## src/rtl/vdc_iter_32bit.sv

```systemverilog
// vdc_iter_32bit: iterative van der Corput generator for one Halton dimension.
// Each CALC cycle strips one base-BASE digit from k and adds that digit at its
// mirrored position, so the result is vdc(k) scaled by BASE^SCALE.
module vdc_iter_32bit #(
  parameter int BASE  = 2,
  parameter int SCALE = 11
) (
  input  logic        clk,
  input  logic        rst_n,
  input  logic        in_valid,
  input  logic [31:0] in_k,
  output logic        in_ready,
  output logic        out_valid,
  output logic [31:0] out_vdc,
  output logic [31:0] out_k,
  input  logic        out_ready,
  output logic        busy
);

  // BASE^SCALE, saturated just above 32 bits so an oversized setting is caught.
  function automatic logic [63:0] powSat(input int b, input int e);
    logic [63:0] p;
    p = 64'd1;
    for (int i = 0; i < e; i++) begin
      p = p * 64'(b);
      if (p > 64'hFFFF_FFFF) p = 64'h1_0000_0000;
    end
    return p;
  endfunction

  localparam logic [63:0] FACTOR_FULL = powSat(BASE, SCALE);
  localparam logic [31:0] FACTOR_INIT = FACTOR_FULL[31:0];
  localparam logic [31:0] BASE_W      = 32'(BASE);
  localparam logic [5:0]  SCALE_W     = 6'(SCALE);

  // Refuse to build a configuration whose scaled result would not fit 32 bits.
  if (BASE < 2 || BASE > 16 || SCALE < 1 || FACTOR_FULL > 64'hFFFF_FFFF) begin : g_param_check
    $error("vdc_iter_32bit: illegal BASE/SCALE combination");
  end

  typedef enum logic [1:0] {IDLE, CALC, DONE} state_e;

  state_e      state_q, state_d;
  logic [31:0] k_q, k_d;
  logic [31:0] factor_q, factor_d;
  logic [31:0] acc_q, acc_d;
  logic [5:0]  cnt_q, cnt_d;
  logic [31:0] vdc_q, vdc_d;
  logic [31:0] kout_q, kout_d;

  logic [31:0] digit;
  logic [31:0] k_next;
  logic [31:0] factor_next;
  logic [31:0] acc_next;
  logic [5:0]  cnt_next;
  logic        calc_last;
  logic        accept;

  // One digit step: peel the lowest digit and weight it by the shrunken factor.
  always_comb begin
    digit       = k_q % BASE_W;
    k_next      = k_q / BASE_W;
    factor_next = factor_q / BASE_W;
    acc_next    = acc_q + digit * factor_next;
    cnt_next    = cnt_q + 6'd1;
    calc_last   = (k_next == 32'd0) || (cnt_next == SCALE_W);
    accept      = (state_q == IDLE) && in_valid;
  end

  // State register and datapath registers, cleared asynchronously.
  always_ff @(posedge clk or negedge rst_n) begin
    if (!rst_n) begin
      state_q  <= IDLE;
      k_q      <= '0;
      factor_q <= '0;
      acc_q    <= '0;
      cnt_q    <= '0;
      vdc_q    <= '0;
      kout_q   <= '0;
    end else begin
      state_q  <= state_d;
      k_q      <= k_d;
      factor_q <= factor_d;
      acc_q    <= acc_d;
      cnt_q    <= cnt_d;
      vdc_q    <= vdc_d;
      kout_q   <= kout_d;
    end
  end

  // Next-state logic: a zero index skips CALC, digits run out or hit SCALE to finish.
  always_comb begin
    state_d = state_q;
    case (state_q)
      IDLE: if (accept) state_d = (in_k == 32'd0) ? DONE : CALC;
      CALC: if (calc_last) state_d = DONE;
      DONE: if (out_ready) state_d = IDLE;
      default: state_d = IDLE;
    endcase
  end

  // Datapath next values; results only change on accept or on the final digit.
  always_comb begin
    k_d      = k_q;
    factor_d = factor_q;
    acc_d    = acc_q;
    cnt_d    = cnt_q;
    vdc_d    = vdc_q;
    kout_d   = kout_q;
    case (state_q)
      IDLE: begin
        if (accept) begin
          k_d      = in_k;
          kout_d   = in_k;
          factor_d = FACTOR_INIT;
          acc_d    = '0;
          cnt_d    = '0;
          if (in_k == 32'd0) vdc_d = '0;
        end
      end
      CALC: begin
        k_d      = k_next;
        factor_d = factor_next;
        acc_d    = acc_next;
        cnt_d    = cnt_next;
        if (calc_last) vdc_d = acc_next;
      end
      default: ;
    endcase
  end

  // Handshake outputs decoded from the state.
  always_comb begin
    in_ready  = (state_q == IDLE);
    busy      = (state_q != IDLE);
    out_valid = (state_q == DONE);
  end

  assign out_vdc = vdc_q;
  assign out_k   = kout_q;

endmodule

```

## config.mk

```make
export PLATFORM = sky130hd
export DESIGN_NAME = vdc_iter_32bit
export DESIGN_NICKNAME = d
export VERILOG_FILES = /design/src/rtl/vdc_iter_32bit.sv
export SDC_FILE = /design/constraint.sdc
export NUM_CORES = 1
export LEC_CHECK = 0
export CELL_PAD_IN_SITES_DETAIL_PLACEMENT = 0
export CELL_PAD_IN_SITES_GLOBAL_PLACEMENT = 2
export CORE_MARGIN = 5
export CORE_UTILIZATION = 37
export CTS_CLUSTER_SIZE = 25
export DETAILED_ROUTE_END_ITERATION = 8
export GPL_ROUTABILITY_DRIVEN = 1
export PLACE_DENSITY = 0.86
export SLEW_MARGIN = 20
export SYNTH_ARGS = -nofsm -noshare
export SYNTH_HDL_FRONTEND = slang
export SYNTH_SLANG_ARGS = --single-unit
```

## constraint.sdc

```tcl
create_clock -name clk -period 7.9 [get_ports clk]
set_clock_uncertainty 0.1 [all_clocks]
set_input_delay 2.37 -clock clk [delete_from_list [all_inputs] [get_ports clk]]
set_output_delay 2.37 -clock clk [all_outputs]
set_load 0.01 [all_outputs]
```

Fig. 1: supply network
(3 px per um) Pins as bars on the die edge. Tap cells in grey.
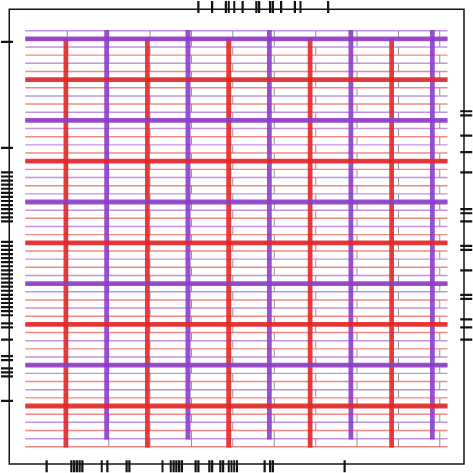
purple -> VDD
red -> VSS
tap cells = 265
rows = 51
met4 straps = 10
met5 straps = 10
met1 rails = 52

Fig. 2: cell classes on the final placement
(3 px per um) Fill, decap, tap and diode cells in grey.
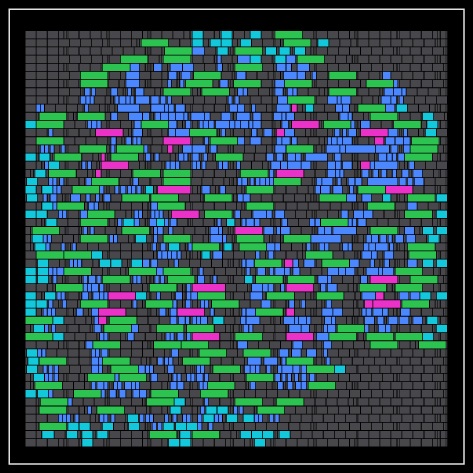
cyan -> remaining buffers and delay cells  # cells 110
green -> registers  # cells 147
magenta -> clock drivers and dummy loads  # cells 31
blue -> remaining logic cells  # cells 591

Fig. 3: clock network drawn from the DEF
(2 px per um)
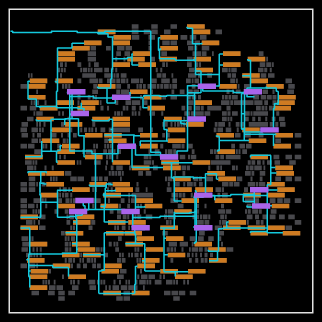
purple -> clock-net drivers  # count 17
cyan -> clock wires  # length 2080 um
orange -> flip-flops  # count 147
routed clock nets = 18

Fig. 4: wiring by layer
(3 px per um)
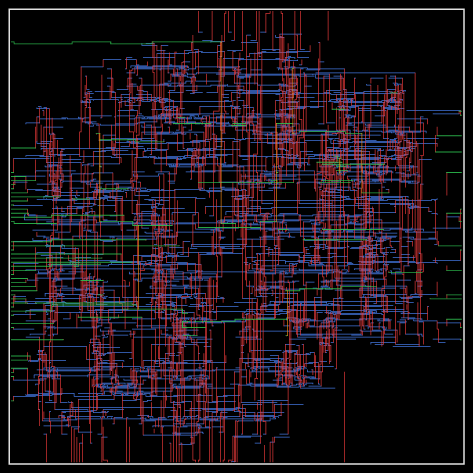
red -> M2  # wire length 9690 um
blue -> M1  # wire length 9480 um
orange -> M4  # wire length 212 um
green -> M3  # wire length 1110 um

==> metal layers <==
| metal | up-vias | track usage (%) | wire (um) |
|---|---|---|---|
| li1 | 2943 | - | - |
| met1 | 3081 | 26.3 | 9480 |
| met2 | 144 | 29.7 | 9690 |
| met3 | 20 | 5.27 | 1110 |
| met4 | 0 | 4.17 | 211 |
| met5 | - | 0 | 0 |
==> per-stage QoR <==
stage                     area [um^2]  power, uW
after detailed placement         8560       2710
after global placement           8560       2670
after floorplan                  7360       2120
after global routing             9130       3740
after CTS                        9130       3520
final                            9130       3480
==> kinds of logic (layout without fill, tap and decap cells) <==
family          Yosys count  count (layout)  synth area share [%]
simple gates            356             356                  22.1
compound gates          184             184                  18.4
flops                   147             147                  50.0
buf+inv                  60             151                  3.62
xor+xnor                 21              21                  2.50
fa+ha+maj                14              14                  2.48
mux                       6               6                 0.884
==> worst max-delay path, delay by kind of cell <==
kind,cells,cell delay [ps]
buffers and inverters,2,830
AND-OR/OR-AND,2,530
AND/OR/NAND/NOR,4,1490
==> path summary, 6_finish.rpt <==
| check | slack, ps | end |
|---|---|---|
| max | 2890 | out_vdc[17]$_DFFE_PN0P_ |
| min | 380 | out_k[12]$_DFFE_PN0P_ |
| max reg2reg | 4580 | out_vdc[17]$_DFFE_PN0P_ |
| min reg2reg | 380 | out_k[12]$_DFFE_PN0P_ |
| max in group asynchronous | 4490 | factor_q[2]$_DFFE_PN0P_ |
| min in group asynchronous | 1910 | out_k[9]$_DFFE_PN0P_ |
==> where the power goes <==
group	internal, uW	switching (uW)
Combinational	567	849
Clock	462	328
Sequential	1040	238
==> layout make-up <==
type                    instances  area, um^2
fillers                      1923       10400
well taps                     265         332
clock inverters                13         138
flip-flops and latches        147        3680
repair buffers                110        1080
multi-input cells             581        3430
clock buffers                  18         429
inverters                      10        37.5
==> impl_metrics.json <==
{
  "yosysChipArea_mm2": 0.00736,
  "top_cell_area_share_pct": 50.0,
  "grt_remaining_overflow": 0,
  "finalHoldViolCount": 0,
  "async_reset_ff_share_pct": 100,
  "nNetsFinal": 917,
  "endpoint_kind": "register",
  "htreeDepth": 4,
  "status": "completed",
  "num_antenna_cells": 0,
  "port_buffers": 102,
  "reg2reg_from": "k_q[31]$_DFFE_PN0P_",
  "place.gp.congestion": 0.819,
  "first_iter_violations": 448,
  "layout_min_cycle_time_ps": 5010,
  "holdWs_ps": 379,
  "area_growth_pct": 24.1,
  "ir_drop_uv": 236,
  "worst_slack_ps": 2890,
  "edf_count": 0
}
No activity file was given, so power comes from the tool's default toggle rates.
